## src/rtl/serial_adder_pkg.sv

```systemverilog
`default_nettype none
// ============================================================================
// Module : serial_adder_pkg
// Shared FSM encoding and default sizing for serial_adder.
// Rev    : 1.0
// ============================================================================
package serial_adder_pkg;

   localparam int DEFAULT_WIDTH = 8;
   localparam int DEFAULT_DIGIT = 1;

   typedef enum logic [1:0] {
      IDLE = 2'd0,
      RUN  = 2'd1,
      DONE = 2'd2
   } state_t;

endpackage
`default_nettype wire

```

## src/rtl/full_adder.sv

```systemverilog
`default_nettype none
// ============================================================================
// Module : full_adder
// One-bit full adder cell.
// Rev    : 1.0
// ============================================================================
module full_adder (
   input  logic a,
   input  logic b,
   input  logic c_in,
   output logic sum,
   output logic carry_out
);

   assign sum       = a ^ b ^ c_in;
   assign carry_out = (a & b) | (c_in & (a ^ b));

endmodule
`default_nettype wire

```

## src/rtl/serial_adder.sv

```systemverilog
`default_nettype none
// ============================================================================
// Module : serial_adder
// Digit-serial adder, DIGIT bits per cycle; SERIAL_ADDER_OVF_EN adds ovf.
// Rev    : 1.0
// ============================================================================
module serial_adder
   import serial_adder_pkg::*;
#(
   parameter int WIDTH = DEFAULT_WIDTH,
   parameter int DIGIT = DEFAULT_DIGIT
) (
   input  logic             clk,
   input  logic             rst,
   input  logic             in_valid,
   output logic             in_ready,
   input  logic [WIDTH-1:0] a,
   input  logic [WIDTH-1:0] b,
   input  logic             c_in,
   output logic             out_valid,
   output logic [WIDTH-1:0] sum,
   output logic             c_out
`ifdef SERIAL_ADDER_OVF_EN
   ,
   output logic             ovf
`endif
);

   localparam int            N    = WIDTH / DIGIT;
   localparam int            CW   = $clog2(N + 1);
   localparam logic [CW-1:0] LAST = CW'(N - 1);
   localparam logic [CW-1:0] ONE  = CW'(1);

   state_t           r_state;
   state_t           w_state_next;
   logic             w_accept;
   logic             w_last;
   logic [WIDTH-1:0] r_a;
   logic [WIDTH-1:0] r_b;
   logic [WIDTH-1:0] w_a_next;
   logic [WIDTH-1:0] r_sum;
   logic             r_carry;
   logic             r_c_out;
   logic [CW-1:0]    r_cnt;
   logic [DIGIT:0]   w_c;
   logic [DIGIT-1:0] w_dsum;

   assign in_ready  = (r_state != RUN);
   assign out_valid = (r_state == DONE);
   assign w_accept  = in_valid && in_ready;
   assign w_last    = (r_cnt == LAST);
   assign sum       = r_sum;
   assign c_out     = r_c_out;

   assign w_c[0] = r_carry;

   generate
      for (genvar i = 0; i < DIGIT; i++) begin : g_fa
         full_adder u_fa (
            .a         (r_a[i]),
            .b         (r_b[i]),
            .c_in      (w_c[i]),
            .sum       (w_dsum[i]),
            .carry_out (w_c[i+1])
         );
      end
   endgenerate

   // Operand A doubles as the result shift register: each digit sum enters
   // at the top as the consumed digit leaves at the bottom.
   generate
      if (WIDTH > DIGIT) begin : g_shift
         assign w_a_next = {w_dsum, r_a[WIDTH-1:DIGIT]};
      end else begin : g_single
         assign w_a_next = w_dsum;
      end
   endgenerate

   always_ff @(posedge clk) begin
      if (rst) begin
         r_state <= IDLE;
      end else begin
         r_state <= w_state_next;
      end
   end

   always_comb begin
      w_state_next = r_state;
      unique case (r_state)
         IDLE:    if (w_accept) w_state_next = RUN;
         RUN:     if (w_last) w_state_next = DONE;
         DONE:    w_state_next = w_accept ? RUN : IDLE;
         default: w_state_next = IDLE;
      endcase
   end

   always_ff @(posedge clk) begin
      if (rst) begin
         r_a     <= '0;
         r_b     <= '0;
         r_sum   <= '0;
         r_carry <= 1'b0;
         r_c_out <= 1'b0;
         r_cnt   <= '0;
      end else if (w_accept) begin
         r_a     <= a;
         r_b     <= b;
         r_carry <= c_in;
         r_cnt   <= '0;
      end else if (r_state == RUN) begin
         r_a     <= w_a_next;
         r_b     <= r_b >> DIGIT;
         r_carry <= w_c[DIGIT];
         r_cnt   <= r_cnt + ONE;
         if (w_last) begin
            r_sum   <= w_a_next;
            r_c_out <= w_c[DIGIT];
         end
      end
   end

`ifdef SERIAL_ADDER_OVF_EN
   logic r_ovf;

   always_ff @(posedge clk) begin
      if (rst) begin
         r_ovf <= 1'b0;
      end else if (r_state == RUN && w_last) begin
         r_ovf <= w_c[DIGIT-1] ^ w_c[DIGIT];
      end
   end

   assign ovf = r_ovf;
`endif

endmodule
`default_nettype wire
```

## config.mk

```make
export PLATFORM = sky130hd
export DESIGN_NAME = serial_adder
export DESIGN_NICKNAME = d
export VERILOG_FILES = /design/src/rtl/serial_adder_pkg.sv /design/src/rtl/full_adder.sv /design/src/rtl/serial_adder.sv
export SDC_FILE = /design/constraint.sdc
export NUM_CORES = 1
export LEC_CHECK = 0
export CORE_UTILIZATION = 40
export DETAILED_ROUTE_END_ITERATION = 10
export SYNTH_ARGS = -nofsm -noshare
export SYNTH_HDL_FRONTEND = slang
export SYNTH_SLANG_ARGS = --single-unit
```

## constraint.sdc

```tcl
create_clock -name clk -period 1.7 [get_ports clk]
set_input_delay 0.34 -clock clk [delete_from_list [all_inputs] [get_ports clk]]
set_output_delay 0.34 -clock clk [all_outputs]
set_load 0.03 [all_outputs]
```

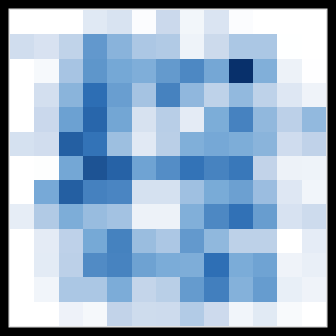
Run 1: wiring heat map
The die is cut into 13 by 13 equal tiles; white is low, dark blue is high, scaled to the fullest tile. Values are wire area over tile area, all layers added.
The mean over all tiles is 0.11. 26% of the tiles are over half the peak. 14% of the tiles are nearly empty. The fullest tile reaches 0.34.
DR vias: 1110
final WL: 2887 um
drt wl/cell: 12.89 um

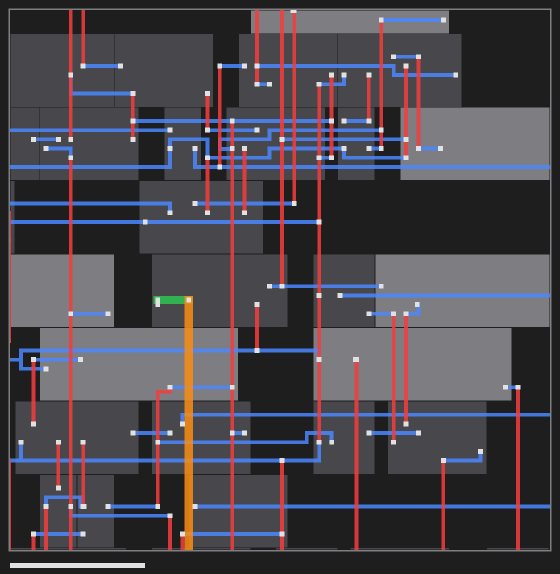
Run 1: layout detail
Bar = 5 um. Region (38, 38) to (58, 58) um. Cells in gray, sequential cells in the stronger gray; small squares are vias.
Key: green = met3; orange = met4; blue = met1; red = met2
Sequential cells in the window: 5. 23 logic cells have their middle in the window. Netlist names of flops here include `r_b` (2), `sum` (2). Most frequent: mux2i_1 (5), dfxtp_1 (5), nor2_1 (4).

==> results.sh, run 1 <==
# yosys + openroad results
export IMPL_outcome="completed"
export IMPL_num_clock_buffers=8
export IMPL_grt_setup_unrepaired="false"
export IMPL_layout_top_cell="dfxtp_1"
export IMPL_yosysChipArea_sq_um=1553
export IMPL_hold_buffers=0
export IMPL_drt_first_pass_iters=4
export IMPL_yosysSeqAreaShare=0.4126
export IMPL_syn_to_final_growth_pct=28.44
export IMPL_fillers=344
export IMPL_hp_start="sum[1]$_SDFFE_PP0P_"
export IMPL_seq_power_share=0.491
export IMPL_hold_violations=0
export IMPL_drt_met1_wl_um=1399
export IMPL_yosysUniqueCellTypes=23
export IMPL_pwr_share_comb=0.158
export IMPL_aoi_share=0.1539
export IMPL_antenna_found_initial=0
export IMPL_yosys_mux_area_fraction=0.1773
export IMPL_syn_avg_cell_area_sq_um=10.78
export IMPL_syn_area_sq_um=1553
export IMPL_synth_cells=144
export IMPL_routabilityCongestion=0.6707
export IMPL_nets=197
export IMPL_startpoint_type="flip-flop"
export IMPL_rr_endpoint="sum[5]$_SDFFE_PP0P_"
export IMPL_ant_nets=0
export IMPL_logic_area_sq_um=843.3
export IMPL_hp_class="flip-flop to flip-flop"
export IMPL_flops=32
export IMPL_path_class="flip-flop to primary output"
export IMPL_dr_wl_met3_um=83
export IMPL_grt_pass1_vias=1088
export IMPL_seq_share=0.3212
export IMPL_power_mw=1.682
export IMPL_slowest_stage="clkdlybuf4s50_1"
export IMPL_row_count=22
export IMPL_pg_seq_uw=826
export IMPL_slew_headroom=0.7710
export IMPL_cp_cell_sequence="clkdlybuf4s50_1"
export IMPL_fp_utilization=0.4210
export IMPL_overflow=0
export IMPL_path_depth=1
export IMPL_powerDensity_nw_per_um2=843.4
export IMPL_n_all_buffers=34
export IMPL_cts_sinks=32
export IMPL_grt_busiest_layer="met2"
export IMPL_max_cap_violations=0
export IMPL_clkPwrFrac=0.351
export IMPL_critPathRequiredTime_ps=1360
export IMPL_cts_max_level=2
export IMPL_drtIter0Drc=35
export IMPL_path_max_fanout=2
export IMPL_die_area_sq_um=4135
export IMPL_skew_ps=6.695
export IMPL_cts_clk_slew_worst_paths_ps=60
export IMPL_dp_hpwl_um=1965
export IMPL_inverters=1
export IMPL_gr_usage_met1=0.2022
export IMPL_post_cts_setup_buffer_count=0
export IMPL_fa_ha_area_frac=0.02095
export IMPL_path_buffers=1
export IMPL_cts_buffers=5
export IMPL_drcViolationCount=0
export IMPL_wl_met2_um=1324
export IMPL_drive_above_1_share=0.1875
export IMPL_crit_end="sum[7]"
export IMPL_sh_comb_area=0.4228
export IMPL_reg2reg_setup_slack_ps=290
export IMPL_fp_dieH_um=64.31
export IMPL_slew_viol_final=0
export IMPL_comb_multi_input_count=101
export IMPL_power_internal_mw=1.264
export IMPL_maxUsedRoutingLayer="met4"
export IMPL_leakage_nw=0.7831
export IMPL_yosys_cells=144
export IMPL_regArea_sq_um=640.6
export IMPL_core_area_sq_um=3689
export IMPL_synth_area_leader_cell="dfxtp_1"
export IMPL_grtUsageMet3=0.04286
export IMPL_log_warning_count=26
export IMPL_die_w_um=64.31
export IMPL_pg_comb_uw=266
export IMPL_io_buffer_count=30
export IMPL_xor_area_frac=0
export IMPL_top_area_frac=0.4126
export IMPL_most_common_layout_cells="32 x dfxtp_1, 27 x clkdlybuf4s50_1, 26 x mux2i_1"
export IMPL_hold_path_endpoint="sum[1]$_SDFFE_PP0P_"
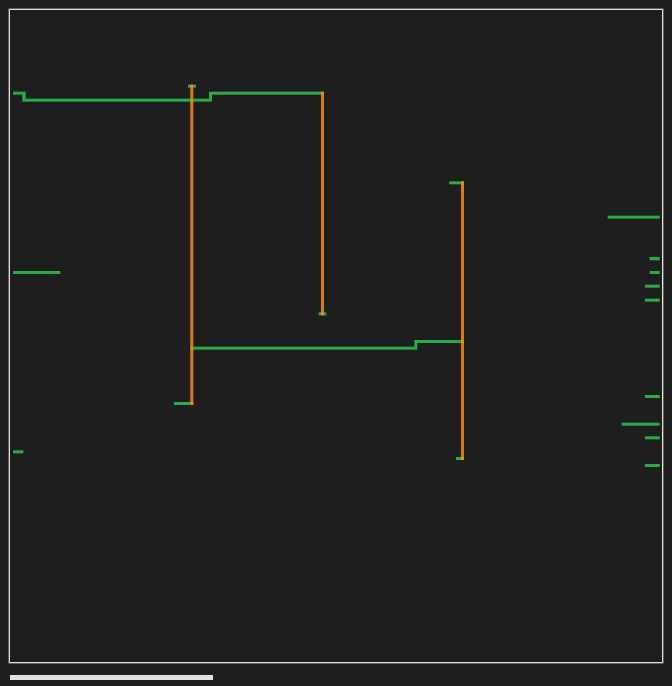
Run 1: wiring by layer
Bar = 20 um. Two of the layers only.
Key: orange = met4 [wire length 80.2 um]; green = met3 [wire length 83.0 um]
Total Routing Usage GR: 0.1654

## run 1: metrics by stage
| stage | hold WS [ps] | instance area, sq um | util | cells | worst slack, ps |
|---|---|---|---|---|---|
| 2_1_floorplan | 464.0 | 1553 | - | 144 | 476.8 |
| 3_3_place_gp | 456.9 | 1901 | 0.5153 | 216 | 191.3 |
| 3_5_place_dp | 460.3 | 1901 | 0.5153 | 216 | 178.9 |
| 4_1_cts | 474.9 | 1989 | 0.5393 | 224 | 35.22 |
| 5_1_grt | 491.8 | 1994 | 0.5407 | 224 | 24.81 |
| 6_report | 470.1 | 1994 | 0.5407 | 224 | 60.96 |
Run 1, metal 1:
Bar = 20 um.
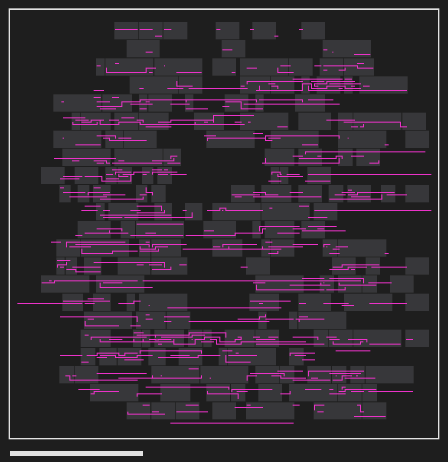

==> run 2: changes to the inputs <==
Settings changed: DONT_BUFFER_PORTS set to 1.
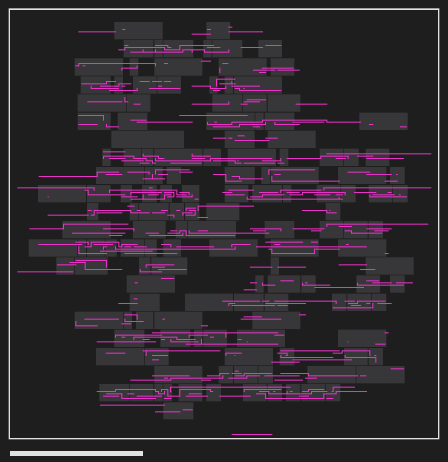
Run 2: metal 1
Bar = 20 um.
The longest straight run is 18.9 um. 157 nets have wire on it. The wires run mostly horizontal. The layer carries 1320 um of wire.
DR vias: 982
final WL: 2693 um
grt met1 use: 0.1802

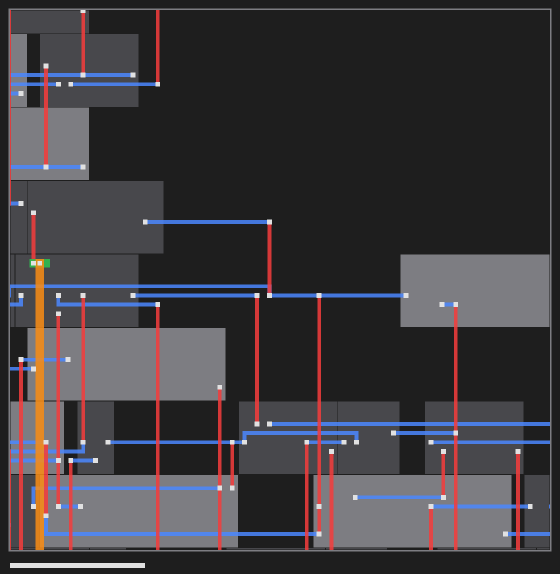
Run 2: layout detail
Bar = 5 um. Region (38, 38) to (58, 58) um. Cells in gray, sequential cells in the stronger gray; small squares are vias.
Key: blue = met1; green = met3; orange = met4; red = met2
12 logic cells have their middle in the window. Most frequent: dfxtp_1 (4), mux2i_1 (3), nor2_1 (2). Sequential cells in the window: 4. Netlist names of flops here include `r_a` (2), `sum` (2).

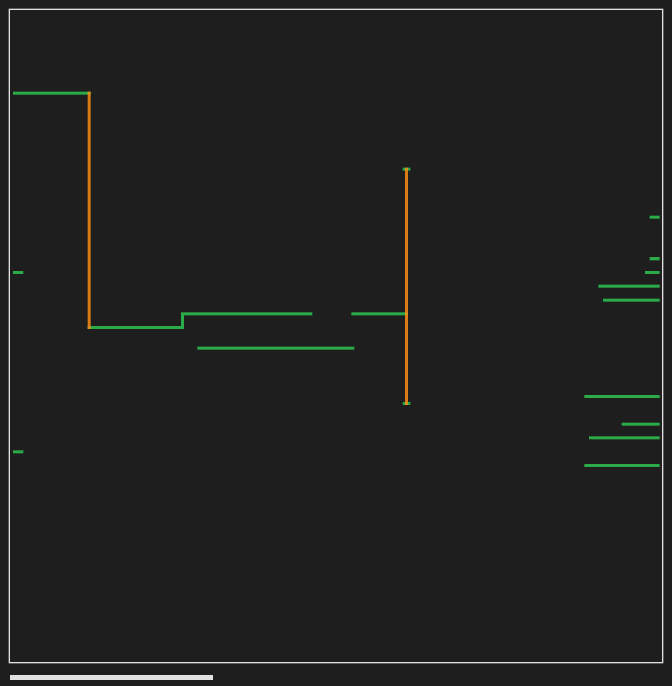
Run 2: wiring by layer
Bar = 20 um. Two of the layers only.
Key: orange = met4 [wire length 46.2 um]; green = met3 [wire length 90.8 um]
Total Routing Usage GR: 0.1474
drt wl/cell: 14.03 um

==> run 2 against run 1 <==
Effect of this change: clock skew is 2.3 ps higher; worst hold slack worse by 360 ps; final area is 16% lower; global-route usage is 1.8 points lower; register-to-register slack hardly changed; area after synthesis stayed put; combinational power is 32% lower; clock-buffer cell count is 2 lower; worst setup slack better by 52 ps; critical endpoint is now in_ready; largest cell class unchanged.
==> results.sh, run 2 <==
# yosys + openroad results
export IMPL_most_common_cell="dfxtp_1"
export IMPL_yosysChipArea_sq_um=1553
export IMPL_syn_to_final_growth_pct=7.735
export IMPL_die_area_sq_um=4135
export IMPL_vias_per_cell=5.115
export IMPL_synth_area_leader_cell="dfxtp_1"
export IMPL_yosys_mux_area_fraction=0.1773
export IMPL_clock_latency_late_pin_ps=280
export IMPL_wl_met2_um=1240
export IMPL_seq_share=0.3829
export IMPL_drtIter0Drc=42
export IMPL_startpoint_type="flip-flop"
export IMPL_xor_area_frac=0
export IMPL_regArea_sq_um=640.6
export IMPL_outcome="completed"
export IMPL_leakage_nw=0.6376
export IMPL_syn_area_sq_um=1553
export IMPL_synth_cells=144
export IMPL_tritoncts="built"
export IMPL_most_common_layout_cells="32 x dfxtp_1, 26 x mux2i_1, 19 x nand2b_1"
export IMPL_logic_area_sq_um=843.3
export IMPL_path_max_fanout=16
export IMPL_slew_viol_final=0
export IMPL_log_warning_count=26
export IMPL_dp_cells=184
export IMPL_layout_top_cell="dfxtp_1"
export IMPL_yosysSeqAreaShare=0.4126
export IMPL_core_area_sq_um=3689
export IMPL_hold_slack_ps=113.6
export IMPL_cts_clk_slew_worst_paths_ps=70
export IMPL_comb_multi_input_count=101
export IMPL_ant_nets=0
export IMPL_path_class="flip-flop to primary output"
export IMPL_clk_path_buf_depth=2
export IMPL_inverters=1
export IMPL_cts_sinks=32
export IMPL_dr_wl_met3_um=90
export IMPL_cp_cell_sequence="nor2b_4, inv_4, buf_4"
export IMPL_fin_ws_ps=113.4
export IMPL_grt_busiest_layer="met2"
export IMPL_endpoint_kind="primary output"
export IMPL_fa_ha_area_frac=0.02095
export IMPL_nets=165
export IMPL_n_all_buffers=2
export IMPL_drt_first_pass_iters=5
export IMPL_powerDensity_nw_per_um2=1028
export IMPL_antenna_found_initial=0
export IMPL_hold_violations=0
export IMPL_drive_above_1_share=0.2153
export IMPL_dp_hpwl_um=1808
export IMPL_final_util=0.4535
export IMPL_postPlaceCellArea_sq_um=1563
export IMPL_cts_max_level=2
export IMPL_grt_setup_unrepaired="false"
export IMPL_critPathRequiredTime_ps=1360
export IMPL_skew_ps=8.967
export IMPL_flops=32
export IMPL_fp_dieH_um=64.31
export IMPL_top_area_frac=0.4126
export IMPL_drt_met1_wl_um=1316
export IMPL_final_cells=192
export IMPL_fillers=366
export IMPL_grt_pass1_vias=995
export IMPL_power_mw=1.720
export IMPL_die_w_um=64.31
export IMPL_final_area_sq_um=1673
export IMPL_sh_comb_area=0.5041
export IMPL_slew_headroom=0.7727
export IMPL_aoi_share=0.1539
export IMPL_slowest_stage="dfxtp_1"
export IMPL_cts_buffers=5
export IMPL_yosys_cells=144
export IMPL_cp_slowest_stage_delay_ps=340
export IMPL_overflow=0
export IMPL_fp_utilization=0.4210
export IMPL_max_cap_violations=0
export IMPL_num_clock_buffers=6
export IMPL_grtUsageMet3=0.04464
export IMPL_yosysUniqueCellTypes=23
export IMPL_hold_buffers=0
export IMPL_dp_slack_ps=288.6
export IMPL_routabilityCongestion=0.7144
export IMPL_drcViolationCount=0
export IMPL_io_buffer_count=0
export IMPL_syn_avg_cell_area_sq_um=10.78
run 2: final timing paths:
kind | startpoint | endpoint | slack (ps) | cells past startpoint
max | r_state[0]$_SDFFE_PP0P_ | in_ready | 110 | 3
min | rst | r_a[7]$_SDFFE_PP0P_ | 110 | 1
max reg2reg | r_cnt[0]$_SDFFE_PP0N_ | sum[7]$_SDFFE_PP0P_ | 300 | 4
min reg2reg | r_a[5]$_SDFFE_PP0P_ | sum[4]$_SDFFE_PP0P_ | 490 | 2
run 2: power breakdown:
part	leakage, nW	internal [mW]	switching (mW)
logic	0.320	0.0922	0.0897
registers	0.262	0.793	0.0304
clock network	0.0552	0.435	0.280
run 2: worst max-delay path: cells and delay by family, from the launching register on:
family,cells,cell delay (ps)
flops,1,340
buf+inv,2,370
simple gates,1,250
Run 2, wiring heat map:
The die is cut into 13 by 13 equal tiles; white is low, dark blue is high, scaled to the fullest tile. Values are wire area over tile area, all layers added.
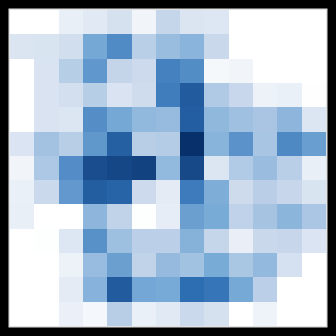

==> run 3: changes to the inputs <==
Settings changed: CELL_PAD_IN_SITES_DETAIL_PLACEMENT set to 1, CELL_PAD_IN_SITES_GLOBAL_PLACEMENT set to 1, PLACE_DENSITY_LB_ADDON set to 0.1, SLEW_MARGIN set to 20.
Clock period 1.7 ns to 1.45 ns, I/O delays scaled along.
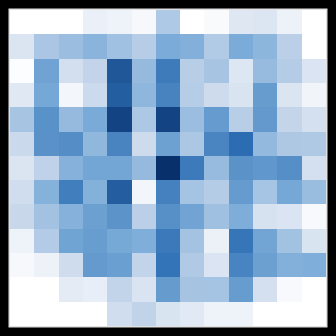
Run 3: wiring heat map
The die is cut into 13 by 13 equal tiles; white is low, dark blue is high, scaled to the fullest tile. Values are wire area over tile area, all layers added.
The emptiest ninth of the die: lower left. 10% of the tiles are nearly empty. The fullest tile reaches 0.34. 28% of the tiles are over half the peak.
DR vias: 1042
final WL: 3141 um

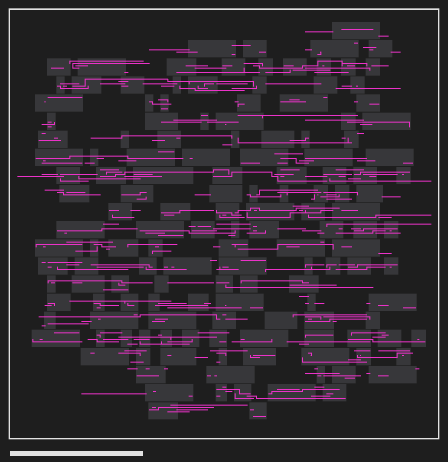
Run 3: metal 1
Bar = 20 um.
157 nets have wire on it. The layer holds 45% of the routed length. The longest straight run is 22.1 um. The wires run mostly horizontal.
grt met1 use: 0.1890

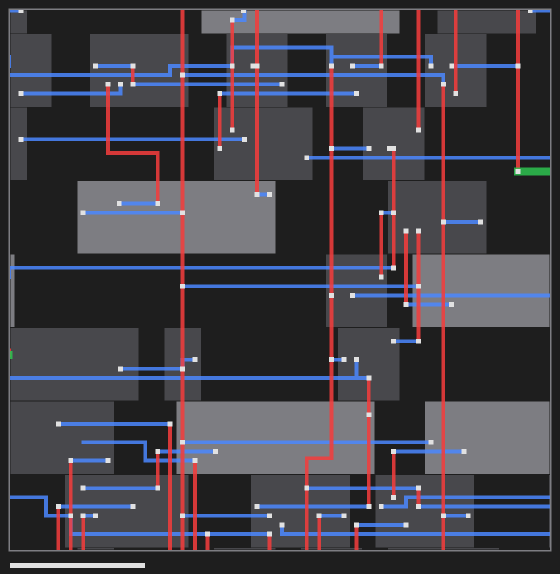
Run 3: layout detail
Bar = 5 um. Region (38, 38) to (58, 58) um. Cells in gray, sequential cells in the stronger gray; small squares are vias.
Key: red = met2; blue = met1; green = met3
Sequential cells in the window: 4. 20 logic cells have their middle in the window. Netlist names of flops here include `sum` (3), `r_a` (1). Most frequent: nand2b_1 (7), mux2i_1 (5), dfxtp_1 (4).

==> run 3 against run 2 <==
Effect of this change: global-route usage up 1.2 points; die area unchanged; non-clock buffer count up 3; sequential power up 17%; largest power group unchanged; area after synthesis unchanged; clock skew about the same; final cell count up 2.1%; clock-buffer cell count up 2; register-to-register slack worse by 170 ps.
==> results.sh, run 3 <==
# yosys + openroad results
export IMPL_outcome="completed"
export IMPL_tap_cells=48
export IMPL_common_cells="32 x dfxtp_1, 26 x mux2i_1, 19 x nand2b_1"
export IMPL_ios=31
export IMPL_swShare=0.2463
export IMPL_synth_net_count=166
export IMPL_final_util=0.4668
export IMPL_root_buffer="clkbuf_8"
export IMPL_endpoint_kind="primary output"
export IMPL_syn_to_final_growth_pct=10.88
export IMPL_inverters=1
export IMPL_seq_share=0.3721
export IMPL_wl_met2_um=1546
export IMPL_drt_met1_wl_um=1414
export IMPL_dp_hpwl_um=2017
export IMPL_die_area_sq_um=4135
export IMPL_n_all_buffers=5
export IMPL_slew_viol_final=0
export IMPL_ys_top_logic_family="simple AND/OR/NAND/NOR gates"
export IMPL_yosysUniqueCellTypes=23
export IMPL_comb_multi_input_count=102
export IMPL_path_delay_family="flip-flops"
export IMPL_drt_first_pass_iters=4
export IMPL_ant_nets=0
export IMPL_flops=32
export IMPL_num_clock_buffers=8
export IMPL_fp_dieH_um=64.31
export IMPL_worstPathArrival_ps=1100
export IMPL_cts_sinks=32
export IMPL_drtIter0Drc=42
export IMPL_layout_top_cell="dfxtp_1"
export IMPL_grt_busiest_layer="met2"
export IMPL_yosys_cells=144
export IMPL_max_cap_violations=0
export IMPL_pg_seq_uw=967
export IMPL_worstMarginPinSlew_ps=327.1
export IMPL_regArea_sq_um=640.6
export IMPL_use_met2=0.2684
export IMPL_seq_power_share=0.504
export IMPL_tritoncts="built"
export IMPL_largestClassByArea="logic gates"
export IMPL_fa_ha_area_frac=0.02095
export IMPL_hp_class="primary input to flip-flop"
export IMPL_edf_count=0
export IMPL_clkPwrFrac=0.368
export IMPL_sh_comb_area=0.4964
export IMPL_p_switching_uw=472.1
export IMPL_pwr_share_comb=0.128
export IMPL_startpoint_type="flip-flop"
export IMPL_overflow=0
export IMPL_insertedDiodeCount=0
export IMPL_top_area_frac=0.4126
export IMPL_most_common_cell="dfxtp_1"
export IMPL_cp_cell_sequence="nor2b_4, inv_6, buf_12"
export IMPL_syn_avg_cell_area_sq_um=10.78
export IMPL_cp_slowest_stage_delay_ps=340
export IMPL_clk_path_buf_depth=2
export IMPL_fp_utilization=0.4210
export IMPL_power_mw=1.917
export IMPL_maxPowerGroup="registers"
export IMPL_cts_clk_slew_worst_paths_ps=70
export IMPL_log_warning_count=26
export IMPL_grt_pass1_wl_um=5030
export IMPL_io_buffer_count=0
export IMPL_path_max_fanout=13
export IMPL_most_common_layout_cells="32 x dfxtp_1, 26 x mux2i_1, 19 x nand2b_1"
export IMPL_slew_headroom=0.7816
export IMPL_routabilityCongestion=0.6690
export IMPL_syn_area_sq_um=1553
export IMPL_grtUsageTotal=0.1589
export IMPL_aoi_share=0.1539
export IMPL_cts_buffers=5
export IMPL_final_area_sq_um=1722
export IMPL_final_cells=196
export IMPL_drcViolationCount=0
export IMPL_nets=169
export IMPL_dr_wl_met3_um=136
export IMPL_yosysSeqAreaShare=0.4126
export IMPL_hold_violations=0
export IMPL_fillers=424
export IMPL_fin_crit_sh=0.9582
export IMPL_row_count=22
export IMPL_yosysChipArea_sq_um=1553
export IMPL_path_class="flip-flop to primary output"
export IMPL_clock_latency_late_pin_ps=280
export IMPL_power_internal_mw=1.445
export IMPL_setup_viol_count_final=0
export IMPL_vias_per_cell=5.316
export IMPL_cts_max_level=2
export IMPL_clk_share=0.05233
export IMPL_hold_slack_ps=71.67
export IMPL_skew_ps=9.008
export IMPL_synthArstFlopShare=0
export IMPL_path_buffers=2
export IMPL_grtUsageMet3=0.04643
export IMPL_dp_cells=185
export IMPL_fin_ws_ps=60.61
export IMPL_antenna_found_initial=0
export IMPL_maxUsedRoutingLayer="met4"
export IMPL_die_w_um=64.31
export IMPL_fin_crit_ps=1389
export IMPL_tns_ps=0
export IMPL_dp_slack_ps=82.71
export IMPL_yosysWarnings=0
export IMPL_yosys_mux_area_fraction=0.1773
export IMPL_slowest_stage="dfxtp_1"
export IMPL_core_area_sq_um=3689
export IMPL_critPathRequiredTime_ps=1160
export IMPL_topCellsByArea="dfxtp_1 41%, mux2i_1 17%, a211oi_2 14%, nand2b_1 7.7%, nor2_1 4.1%"
export IMPL_synth_cells=144
export IMPL_pg_clk_uw=706
export IMPL_xor_area_frac=0
export IMPL_powerDensity_nw_per_um2=1113
export IMPL_synth_area_leader_cell="dfxtp_1"
export IMPL_grt_pass1_vias=1081
export IMPL_grt_max_degree=42
export IMPL_logic_area_sq_um=854.6
export IMPL_buffer_area_frac=0.03924
export IMPL_pg_comb_uw=245
export IMPL_yosys_most_used_dff="dfxtp_1"
export IMPL_vdd_ir_drop_max_uv=459.9
export IMPL_wl_per_cell_um=16.03
export IMPL_drive_above_1_share=0.2297
export IMPL_simple_gate_share=0.1910
export IMPL_fmax_mhz=719.7
export IMPL_ys_ff=32
export IMPL_leakage_nw=0.6579
export IMPL_postPlaceCellArea_sq_um=1583
## run 3: cell counts after synthesis
No cell type changed its count.
## run 3: timing repair
item | in CTS | in global routing
buffers inserted | 0 | 1
setup endpoints to repair | 1 | 9
gates resized | 1 | 1
pin swaps | 0 | 0
cloned | 0 | 2
hold buffers | 0 | 0
## run 3: path summary, 6_finish.rpt
kind	from	endpoint	slack (ps)	cells past startpoint
worst min register to register	r_a[3]$_SDFFE_PP0P_	sum[2]$_SDFFE_PP0P_	500	2
worst max-delay path	r_state[0]$_SDFFE_PP0P_	in_ready	60	3
worst min-delay path	rst	r_a[2]$_SDFFE_PP0P_	70	1
worst max register to register	r_cnt[0]$_SDFFE_PP0N_	sum[5]$_SDFFE_PP0P_	130	5
Power and IR drop assume default switching activity.
